<file path="config.mk">
export PLATFORM = sky130hd
export DESIGN_NAME = pc_watch_dump_ctrl
export DESIGN_NICKNAME = d
export VERILOG_FILES = /design/src/rtl/mips_dbg_pkg.sv /design/src/rtl/sat_counter.sv /design/src/rtl/pc_watch_dump_ctrl.sv
export SDC_FILE = /design/constraint.sdc
export NUM_CORES = 1
export LEC_CHECK = 0
export CAP_MARGIN = 10
export CORE_MARGIN = 2
export CORE_UTILIZATION = 45
export CTS_BUF_LIST = sky130_fd_sc_hd__clkbuf_8
export DETAILED_ROUTE_END_ITERATION = 8
export PLACE_DENSITY = 0.82
export SETUP_SLACK_MARGIN = 0.1
export SYNTH_ARGS = -nofsm -noshare
export SYNTH_HDL_FRONTEND = slang
export SYNTH_HIERARCHICAL = 1
export SYNTH_SLANG_ARGS = --single-unit
</file>
<file path="constraint.sdc">
create_clock -name clk -period 2.8 [get_ports clk]
set_input_delay 0.28 -clock clk [delete_from_list [all_inputs] [get_ports clk]]
set_output_delay 0.28 -clock clk [all_outputs]
set_load 0.01 [all_outputs]
</file>
<file path="src/rtl/mips_dbg_pkg.sv">
// -----------------------------------------------------------------------------
// mips_dbg_pkg
// Shared definitions for the end-of-program monitor / memory dumper of the
// multi-cycle MIPS core.
//   state_t        : dumper FSM states (RUN, REQ, CAP, SEND, DONE)
//   DEFAULT_END_PC : PC that marks program completion by default
//   word_idx_w()   : width of a counter that indexes n items (at least 1 bit)
// -----------------------------------------------------------------------------
package mips_dbg_pkg;

    typedef enum logic [2:0] {
        ST_RUN  = 3'd0,
        ST_REQ  = 3'd1,
        ST_CAP  = 3'd2,
        ST_SEND = 3'd3,
        ST_DONE = 3'd4
    } state_t;

    localparam logic [31:0] DEFAULT_END_PC = 32'h0000_007C;

    // $clog2(n) collapses to 0 for n == 1; a zero-width counter is not legal,
    // so the result is clamped to one bit.
    function automatic int word_idx_w(input int n);
        return (n > 1) ? $clog2(n) : 1;
    endfunction

endpackage

</file>
<file path="src/rtl/sat_counter.sv">
// -----------------------------------------------------------------------------
// sat_counter
// Up-counter that counts enabled cycles and sticks at all-ones.
// Ports:
//   clk   in  clock
//   reset in  asynchronous active-high reset, clears the count
//   en    in  count this cycle
//   count out current count (W bits)
// -----------------------------------------------------------------------------
module sat_counter #(
    parameter int W = 32
) (
    input  logic         clk,
    input  logic         reset,
    input  logic         en,
    output logic [W-1:0] count
);

    always_ff @(posedge clk or posedge reset) begin
        if (reset) begin
            count <= '0;
        end else if (en && (count != '1)) begin
            count <= count + W'(1);
        end
    end

endmodule

</file>
<file path="src/rtl/pc_watch_dump_ctrl.sv">
// -----------------------------------------------------------------------------
// pc_watch_dump_ctrl
// Watches the fetched PC for END_PC (or an optional cycle-budget timeout),
// then freezes the core and streams DUMP_WORDS words of data memory starting
// at DUMP_BASE out on a valid/ready interface.
// Ports:
//   clk, reset      clock, asynchronous active-high reset
//   pc, pc_valid    fetched PC and its qualifier (only looked at in RUN)
//   hold_cpu        freeze request, high from the cycle after the trigger
//   mem_rd_en       one-cycle read strobe, only in REQ
//   mem_rd_addr     word address of the read (0 when not reading)
//   mem_rd_data     read data, valid one cycle after mem_rd_en
//   out_valid       out_data holds a dumped word
//   out_ready       sink accepts the word
//   out_data        dumped word
//   out_eol         last word of a line, or last word overall
//   out_last        final word of the dump
//   done            dump finished (sticky until reset)
//   timed_out       the trigger came from the timeout (sticky until reset)
//   cycle_count     RUN cycles before the trigger, saturating
// -----------------------------------------------------------------------------
module pc_watch_dump_ctrl
    import mips_dbg_pkg::*;
#(
    parameter int              DATA_W         = 32,
    parameter int              PC_W           = 32,
    parameter int              MEM_AW         = 10,
    parameter logic [PC_W-1:0] END_PC         = PC_W'(DEFAULT_END_PC),
    parameter int              DUMP_BASE      = 32,
    parameter int              DUMP_WORDS     = 96,
    parameter int              WORDS_PER_LINE = 16,
    parameter int              TIMEOUT_CYC    = 0
) (
    input  logic              clk,
    input  logic              reset,
    input  logic [PC_W-1:0]   pc,
    input  logic              pc_valid,
    output logic              hold_cpu,
    output logic              mem_rd_en,
    output logic [MEM_AW-1:0] mem_rd_addr,
    input  logic [DATA_W-1:0] mem_rd_data,
    output logic              out_valid,
    input  logic              out_ready,
    output logic [DATA_W-1:0] out_data,
    output logic              out_eol,
    output logic              out_last,
    output logic              done,
    output logic              timed_out,
    output logic [31:0]       cycle_count
);

    localparam int IDX_W  = word_idx_w(DUMP_WORDS);
    localparam int LINE_W = word_idx_w(WORDS_PER_LINE);

    // Illegal configurations are rejected at elaboration time.
    generate
        if (DUMP_WORDS < 1) begin : g_err_words
            $error("pc_watch_dump_ctrl: DUMP_WORDS must be >= 1");
        end
        if (WORDS_PER_LINE < 1) begin : g_err_line
            $error("pc_watch_dump_ctrl: WORDS_PER_LINE must be >= 1");
        end
        if ((longint'(DUMP_BASE) + longint'(DUMP_WORDS)) > (longint'(1) << MEM_AW)) begin : g_err_wrap
            $error("pc_watch_dump_ctrl: dump window exceeds the memory address space");
        end
    endgenerate

    state_t              state;
    state_t              state_nx;
    logic [IDX_W-1:0]    idx;
    logic [LINE_W-1:0]   line_pos;
    logic                trig_pc;
    logic                trig_to;
    logic                trigger;
    logic                is_last;
    logic                line_end;
    logic                word_taken;

    assign trig_pc    = pc_valid && (pc == END_PC);
    assign trig_to    = (TIMEOUT_CYC != 0) && (cycle_count == 32'(TIMEOUT_CYC - 1));
    assign trigger    = (state == ST_RUN) && (trig_pc || trig_to);
    assign is_last    = (idx == IDX_W'(DUMP_WORDS - 1));
    // line_pos tracks idx modulo WORDS_PER_LINE without a divider.
    assign line_end   = (line_pos == LINE_W'(WORDS_PER_LINE - 1));
    assign word_taken = (state == ST_SEND) && out_ready;

    // State register
    always_ff @(posedge clk or posedge reset) begin
        if (reset) begin
            state <= ST_RUN;
        end else begin
            state <= state_nx;
        end
    end

    // Next-state logic
    always_comb begin
        state_nx = state;
        unique case (state)
            ST_RUN:  if (trig_pc || trig_to) state_nx = ST_REQ;
            ST_REQ:  state_nx = ST_CAP;
            ST_CAP:  state_nx = ST_SEND;
            ST_SEND: if (out_ready) state_nx = is_last ? ST_DONE : ST_REQ;
            ST_DONE: state_nx = ST_DONE;
            default: state_nx = ST_RUN;
        endcase
    end

    // Output logic
    always_comb begin
        hold_cpu    = 1'b0;
        mem_rd_en   = 1'b0;
        mem_rd_addr = '0;
        out_valid   = 1'b0;
        out_eol     = 1'b0;
        out_last    = 1'b0;
        done        = 1'b0;
        unique case (state)
            ST_RUN: begin
            end
            ST_REQ: begin
                hold_cpu    = 1'b1;
                mem_rd_en   = 1'b1;
                mem_rd_addr = MEM_AW'(DUMP_BASE) + MEM_AW'(idx);
            end
            ST_CAP: begin
                hold_cpu = 1'b1;
            end
            ST_SEND: begin
                hold_cpu  = 1'b1;
                out_valid = 1'b1;
                out_last  = is_last;
                out_eol   = line_end || is_last;
            end
            ST_DONE: begin
                hold_cpu = 1'b1;
                done     = 1'b1;
            end
            default: begin
            end
        endcase
    end

    // Word index and position within the current output line.
    always_ff @(posedge clk or posedge reset) begin
        if (reset) begin
            idx      <= '0;
            line_pos <= '0;
        end else if (word_taken && !is_last) begin
            idx      <= idx + IDX_W'(1);
            line_pos <= line_end ? '0 : line_pos + LINE_W'(1);
        end
    end

    // Captured word; held unchanged through SEND so it is stable under
    // backpressure.
    always_ff @(posedge clk or posedge reset) begin
        if (reset) begin
            out_data <= '0;
        end else if (state == ST_CAP) begin
            out_data <= mem_rd_data;
        end
    end

    // A simultaneous END_PC hit takes precedence over the timeout.
    always_ff @(posedge clk or posedge reset) begin
        if (reset) begin
            timed_out <= 1'b0;
        end else if ((state == ST_RUN) && trig_to && !trig_pc) begin
            timed_out <= 1'b1;
        end
    end

    // The trigger cycle itself is not counted, so the count freezes at the
    // value it held when the trigger fired.
    sat_counter #(
        .W(32)
    ) u_cycle_cnt (
        .clk   (clk),
        .reset (reset),
        .en    ((state == ST_RUN) && !trigger),
        .count (cycle_count)
    );

endmodule

</file>
Run 1, the clock network:
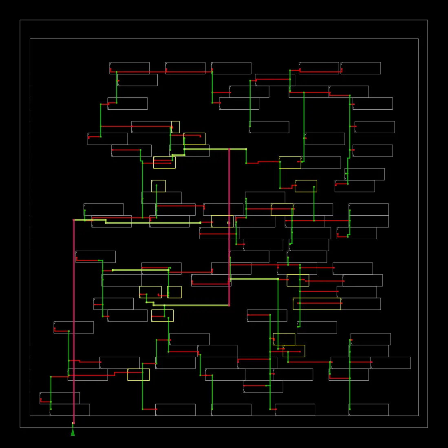
Layout clock buffers: 12
flop count: 78
Num CTS Buffers: 9
Worst Skew: 7.256 ps
Sink Count: 78

Run 1, logic cells by family:
Scale: 4 px per micron.
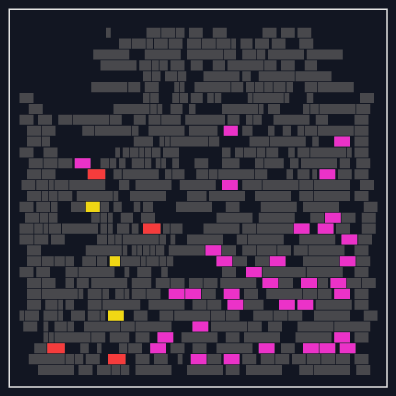
Key: magenta = mux cells [cells 34]; yellow = non-inverting ao/oa cells [cells 3]; red = fa/ha/maj cells [cells 4]

Run 1, sequential cells coloured by netlist name:
Scale: 3 px per micron. Other sequential cells in the stronger grey, the rest of the logic in the fainter grey.
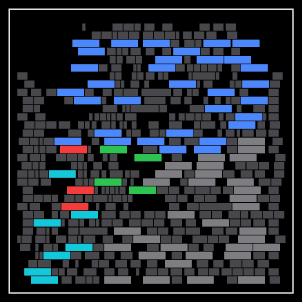
Key: green = line_pos [placed flops 4, where centre]; blue = u_cycle_cnt/count [placed flops 32]; red = state [placed flops 3]; cyan = idx [placed flops 7, where south-west]

==> impl_metrics.json, run 1 <==
{
  "xor_share_pct": 8.633,
  "drv_slew": 0,
  "n_antenna_cell": 0,
  "syn2layout_area_growth_pct": 49.47,
  "warning_count": 26,
  "yosysWarnings": 6,
  "cpPeakStageDelay_ps": 580,
  "lay_top_cells": "145 x clkdlybuf4s50_1, 78 x dfrtp_1, 31 x xnor2_1",
  "avgSynthCellArea_sq_um": 11.97,
  "synthTopCellsByArea": "dfrtp_1 53%, mux2_2 9.2%, xnor2_1 7.4%",
  "synthCells": 305,
  "endpoint": "out_eol",
  "rrSetupSlack_ps": 440,
  "ys_types": 46,
  "synthAoiAreaFrac_pct": 4.762,
  "worstPathCellList": "ha_1 -> nand2_1 -> or3_1 -> a21oi_1 -> clkdlybuf4s50_1",
  "grt_pass1_vias": 2947,
  "yosys.area.top_type": "dfrtp_1",
  "cts_resized": 0,
  "reg2reg_depth": 7,
  "syn_area_sq_um": 3652,
  "async_flop_share_pct": 100.0,
  "rsz0062_at_grt": "false",
  "fillCellCount": 569,
  "reg2reg_from": "state[2]",
  "p_per_area_nw_per_um2": 801.5,
  "simple_gate_share_pct": 18.50,
  "dr.pass1.iters": 4,
  "mux_share_pct": 10.45,
  "via_per_inst": 5.201,
  "port_buffers": 145,
  "finalSetupViolCount": 0,
  "fp.dieW_microns": 94.09,
  "ios": 149,
  "timing.hold.ws_ps": 272.3,
  "startpoint": "idx[0]",
  "crit_arrival_ps": 2270,
  "mostFrequentLayoutCell": "clkdlybuf4s50_1",
  "core_sq_um": 7807,
  "final_nets": 533,
  "flop_cell": "dfrtp_1",
  "p_leak_nw": 2.234,
  "cp.required_ps": 2520,
  "path_clk_slew_ps": 80,
  "cts.path.max_buffers": 2,
  "yosys_area_sq_um": 3652,
  "synthTopCellsByCount": "78 x dfrtp_1, 31 x xnor2_1, 30 x mux2_2, 28 x nand3_1, 21 x nand2_1",
  "vias": 2954,
  "wl_per_cell_microns": 15.59,
  "min_period_ps": 2553,
  "hold_violations": 0,
  "drt_wl_total_microns": 8853,
  "status": "completed",
  "report.power.total_mw": 4.375,
  "ant_nets": 0,
  "post-cts-setup-buffer-count": 0,
  "fa_ha_area_share_pct": 1.370,
  "synth-edff-count": 0,
  "synthMostInstantiatedCell": "dfrtp_1",
  "hold_path.class": "input port to async pin",
  "clock_latency_ps": 340,
  "drive_gt1_share_pct": 14.59,
  "drt-initial-drc-count": 111,
  "grt_pass1_wl_microns": 14170,
  "drc": 0
}
-- run 1: area by class of cell --
class / count / area (sq um) / share of cell area, %
clock inverters: 4 / 52.55 / 0.9626
multi-input cells: 212 / 1608 / 29.45
inverters: 6 / 22.52 / 0.4126
flip-flops and latches: 78 / 1952 / 35.76
clock buffers: 12 / 165.2 / 3.025
repair buffers: 154 / 1531 / 28.05
well taps: 102 / 127.6 / 2.338
-- run 1: routing by layer --
metal	vias to the layer above	track usage, %	part of all wire (%)
met3	10	4.575	5.8
met4	0	6.159	1.3
li1	1403	-	-
met1	1428	23.88	39
met2	113	38.21	54
met5	-	0	0
-- run 1: per-stage QoR --
stage / area, sq um / setup TNS (ps) / cells
5_1_grt: 5459 / 0 / 568
3_3_place_gp: 5241 / 0 / 552
3_5_place_dp: 5241 / -0.3388 / 552
6_report: 5459 / 0 / 568
4_1_cts: 5459 / 0 / 568
2_1_floorplan: 3660 / 0 / 307
-- run 1: power breakdown --
group          internal [mW]  leakage (nW)  total [mW]  switching [mW]
sequential              1.48         0.988        1.74           0.260
clock                  0.489         0.113       0.893           0.405
combinational           1.06          1.13        1.74           0.685
total                   3.03          2.23        4.38            1.35
-- run 1: worst max-delay path: cells and delay by family (launching register included) --
family | cells | cell delay [ps]
buf+inv | 1 | 580
flops | 1 | 410
compound gates | 1 | 180
simple gates | 2 | 520
fa+ha+maj | 1 | 250
-- run 1: state kept, by name, indices dropped and copies added, names as in the netlist --
| name | flops |
|---|---|
| u_cycle_cnt/count | 32 |
| line_pos | 4 |
| idx | 7 |
| state | 3 |
| out_data | 32 |
==> inputs of run 2 (changes only) <==
--- a/config.mk
+++ b/config.mk
@@ -12,6 +12,7 @@
 export DETAILED_ROUTE_END_ITERATION = 8
 export PLACE_DENSITY = 0.82
 export SETUP_SLACK_MARGIN = 0.1
+export SKIP_CTS_REPAIR_TIMING = 1
 export SYNTH_ARGS = -nofsm -noshare
 export SYNTH_HDL_FRONTEND = slang
 export SYNTH_HIERARCHICAL = 1
Run 2, logic cells by family:
Scale: 4 px per micron.
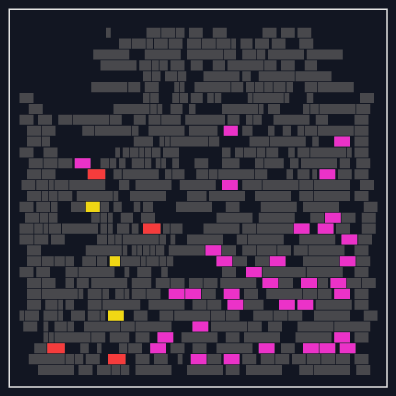
Key: red = fa/ha/maj cells [cells 4]; yellow = non-inverting ao/oa cells [cells 3]; magenta = mux cells [cells 34]

Run 2, wires at chosen ports, followed through buffers:
Scale: 4 px per micron.
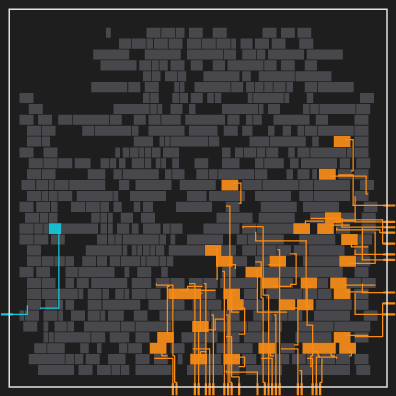
Key: cyan = pc_valid [direction input, end cells 1, buffers 1, wire 30.4 microns]; orange = mem_rd_data [direction input, end cells 32, buffers 32, wire 863 microns]

==> run 2 against run 1 <==
Against the previous run: sequential share of layout area did not move; count of clock-buffer cells in the layout is the same; combinational power barely moved; critical path type unchanged.
==> impl_metrics.json, run 2 <==
{
  "ir_drop_uv": 468.6,
  "fillCellCount": 569,
  "hold_path.class": "input port to async pin",
  "min_period_ps": 2553,
  "start_kind": "flip-flop",
  "wl_per_cell_microns": 15.59,
  "grt_use_total_pct": 20.73,
  "syn_area_sq_um": 3652,
  "tritoncts": "built",
  "htreeDepth": 3,
  "dieArea_sq_um": 8853,
  "crit_arrival_ps": 2270,
  "numSynthFlops": 78,
  "final_util_pct": 69.92,
  "drv_slew": 0,
  "lay_top_cells": "145 x clkdlybuf4s50_1, 78 x dfrtp_1, 31 x xnor2_1",
  "synth-edff-count": 0,
  "biggestRegsByFlops": "out_data x32, u_cycle_cnt/count x32, idx x7",
  "p_sw_mw": 1.349,
  "crit_path_max_fanout": 4,
  "core_sq_um": 7807,
  "busiest_layer": "met2",
  "p_comb_share_pct": 39.9,
  "dieHeight_microns": 94.09,
  "grt_max_degree": 33,
  "worstPathCellList": "ha_1 -> nand2_1 -> or3_1 -> a21oi_1 -> clkdlybuf4s50_1",
  "ios": 149,
  "met2_usage_pct": 38.21,
  "ant_nets": 0,
  "slew_headroom_pct": 55.52,
  "drt_wl_total_microns": 8853,
  "ys_cells": 305,
  "status": "completed",
  "numCtsBuffers": 9,
  "wl_met3_microns": 517,
  "swShare_pct": 30.84,
  "postSynthSeqShare_pct": 53.44,
  "timing.critical_path.buf_inv": 1,
  "p_seq_share_pct": 39.7,
  "ys_types": 46,
  "preCtsSetupSlack_ps": -0.3388,
  "grt_pass1_vias": 2947,
  "dp_hpwl_microns": 6862,
  "grt_pass1_wl_microns": 14170,
  "top_area_share_pct": 53.44,
  "cpPeakStageDelay_ps": 580,
  "avgSynthCellArea_sq_um": 11.97,
  "syn2layout_area_growth_pct": 49.47,
  "max_slew.worst_pin.slew_ps": 664.8,
  "antenna_found_initial": 0,
  "fp.dieW_microns": 94.09,
  "flop_cell": "dfrtp_1",
  "layout_setup_ws_ps": 246.6,
  "drt-initial-drc-count": 111,
  "fin_crit_sh_pct": 91.19,
  "crit_slowest_cell": "clkdlybuf4s50_1",
  "timing.rr.end": "u_cycle_cnt/count[26]",
  "grt_use_met1_pct": 23.88,
  "drive_gt1_share_pct": 14.59,
  "via_per_inst": 5.201,
  "final-comb-area_sq_um": 1608,
  "hold_violations": 0,
  "warning_count": 26,
  "overflow": 0,
  "p_clk_share_pct": 20.4,
  "p_int_mw": 3.026,
  "clock_latency_ps": 340,
  "port_buffers": 145,
  "finalSetupViolCount": 0,
  "seqCellArea_sq_um": 1952,
  "synthCells": 305,
  "gr-usage-met3_pct": 4.575,
  "cp-end-kind": "output port",
  "dr.pass1.iters": 4,
  "synthMostInstantiatedCell": "dfrtp_1",
  "mostFrequentLayoutCell": "clkdlybuf4s50_1",
  "p_per_area_nw_per_um2": 801.5,
  "wl_met2_microns": 4738,
  "drc": 0,
  "worstSetupPathType": "flip-flop to output port",
  "routed.top_layer": "met4",
  "reg2reg_depth": 7,
  "clock-sinks": 78,
  "cts.path.max_buffers": 2,
  "async_flop_share_pct": 100.0,
  "p_leak_nw": 2.234,
  "fmax_ghz": 0.3916,
  "cp_top_family": "buffers and inverters",
  "yosys_area_sq_um": 3652,
  "path_clk_slew_ps": 80,
  "vias": 2954,
  "n_antenna_cell": 0,
  "yosysWarnings": 6,
  "drt-met1-wl_microns": 3481,
  "cap_violations": 0,
  "rsz0062_at_grt": "false",
  "yosys.area.top_type": "dfrtp_1",
  "fin_skew_ps": 7.256,
  "clockRootBuffer": "clkbuf_8",
  "initial_core_util_pct": 46.78,
  "reg2reg_from": "state[2]",
  "rrSetupSlack_ps": 440,
  "final_nets": 533,
  "synthTopCellsByArea": "dfrtp_1 53%, mux2_2 9.2%, xnor2_1 7.4%",
  "gp_congestion": 0.8000,
  "startpoint": "idx[0]",
  "synthTopCellsByCount": "78 x dfrtp_1, 31 x xnor2_1, 30 x mux2_2, 28 x nand3_1, 21 x nand2_1",
  "cp.required_ps": 2520,
  "placement_rows": 32
}
[run 2: cell counts in the layout (fill, tap and decap cells not counted)]
No cell type changed its count.
[run 2: cell type report]
type | count | share of cell area [%]
Timing Repair Buffer | 154 | 28.05
Clock buffer | 12 | 3.025
Inverter | 6 | 0.4126
Clock inverter | 4 | 0.9626
Tap cell | 102 | 2.338
Sequential cell | 78 | 35.76
Multi-Input combinational cell | 212 | 29.45
[run 2: how the worst max path moves through the flow]
stage,to,slack [ps],cells after the start
after detailed placement,u_cycle_cnt/count[26],-0.3,11
after CTS,out_eol,240,5
after floorplan,u_cycle_cnt/count[31],520,10
after global placement,u_cycle_cnt/count[18],70,12
after global routing,out_last,150,5
final,out_eol,250,5
[run 2: cells by family (layout without fill, tap and decap cells)]
kind of cell	after synthesis	after routing	share of synthesized area [%]
AND/OR/NAND/NOR	118	118	18.50
flip-flops	78	78	53.44
XOR/XNOR	36	36	8.633
multiplexers	34	34	10.45
AND-OR/OR-AND	17	17	4.762
buffers and inverters	17	176	2.740
adder cells (fa/ha/maj)	4	4	1.370
other	1	3	0.1027
[run 2: power by group through the flow]
stage,Clock (mW),Sequential [mW],Combinational [mW]
floorplan,0,1.85,0.774
finish,0.893,1.74,1.74
CTS,0.913,1.74,1.77
global placement,0,1.73,1.71
global route,0.967,1.79,1.88
detailed placement,0,1.76,1.76
[run 2: per-stage QoR]
stage	cells	setup TNS, ps	instance area, sq um	power (mW)	hold WS (ps)
after floorplan	307	0	3660	2.622	396.2
after global placement	552	0	5241	3.447	470.1
after detailed placement	552	-0.3388	5241	3.522	482.5
after CTS	568	0	5459	4.428	277.9
after global routing	568	0	5459	4.635	300.0
final	568	0	5459	4.375	272.3
Power is estimated from default activity; no workload was simulated.
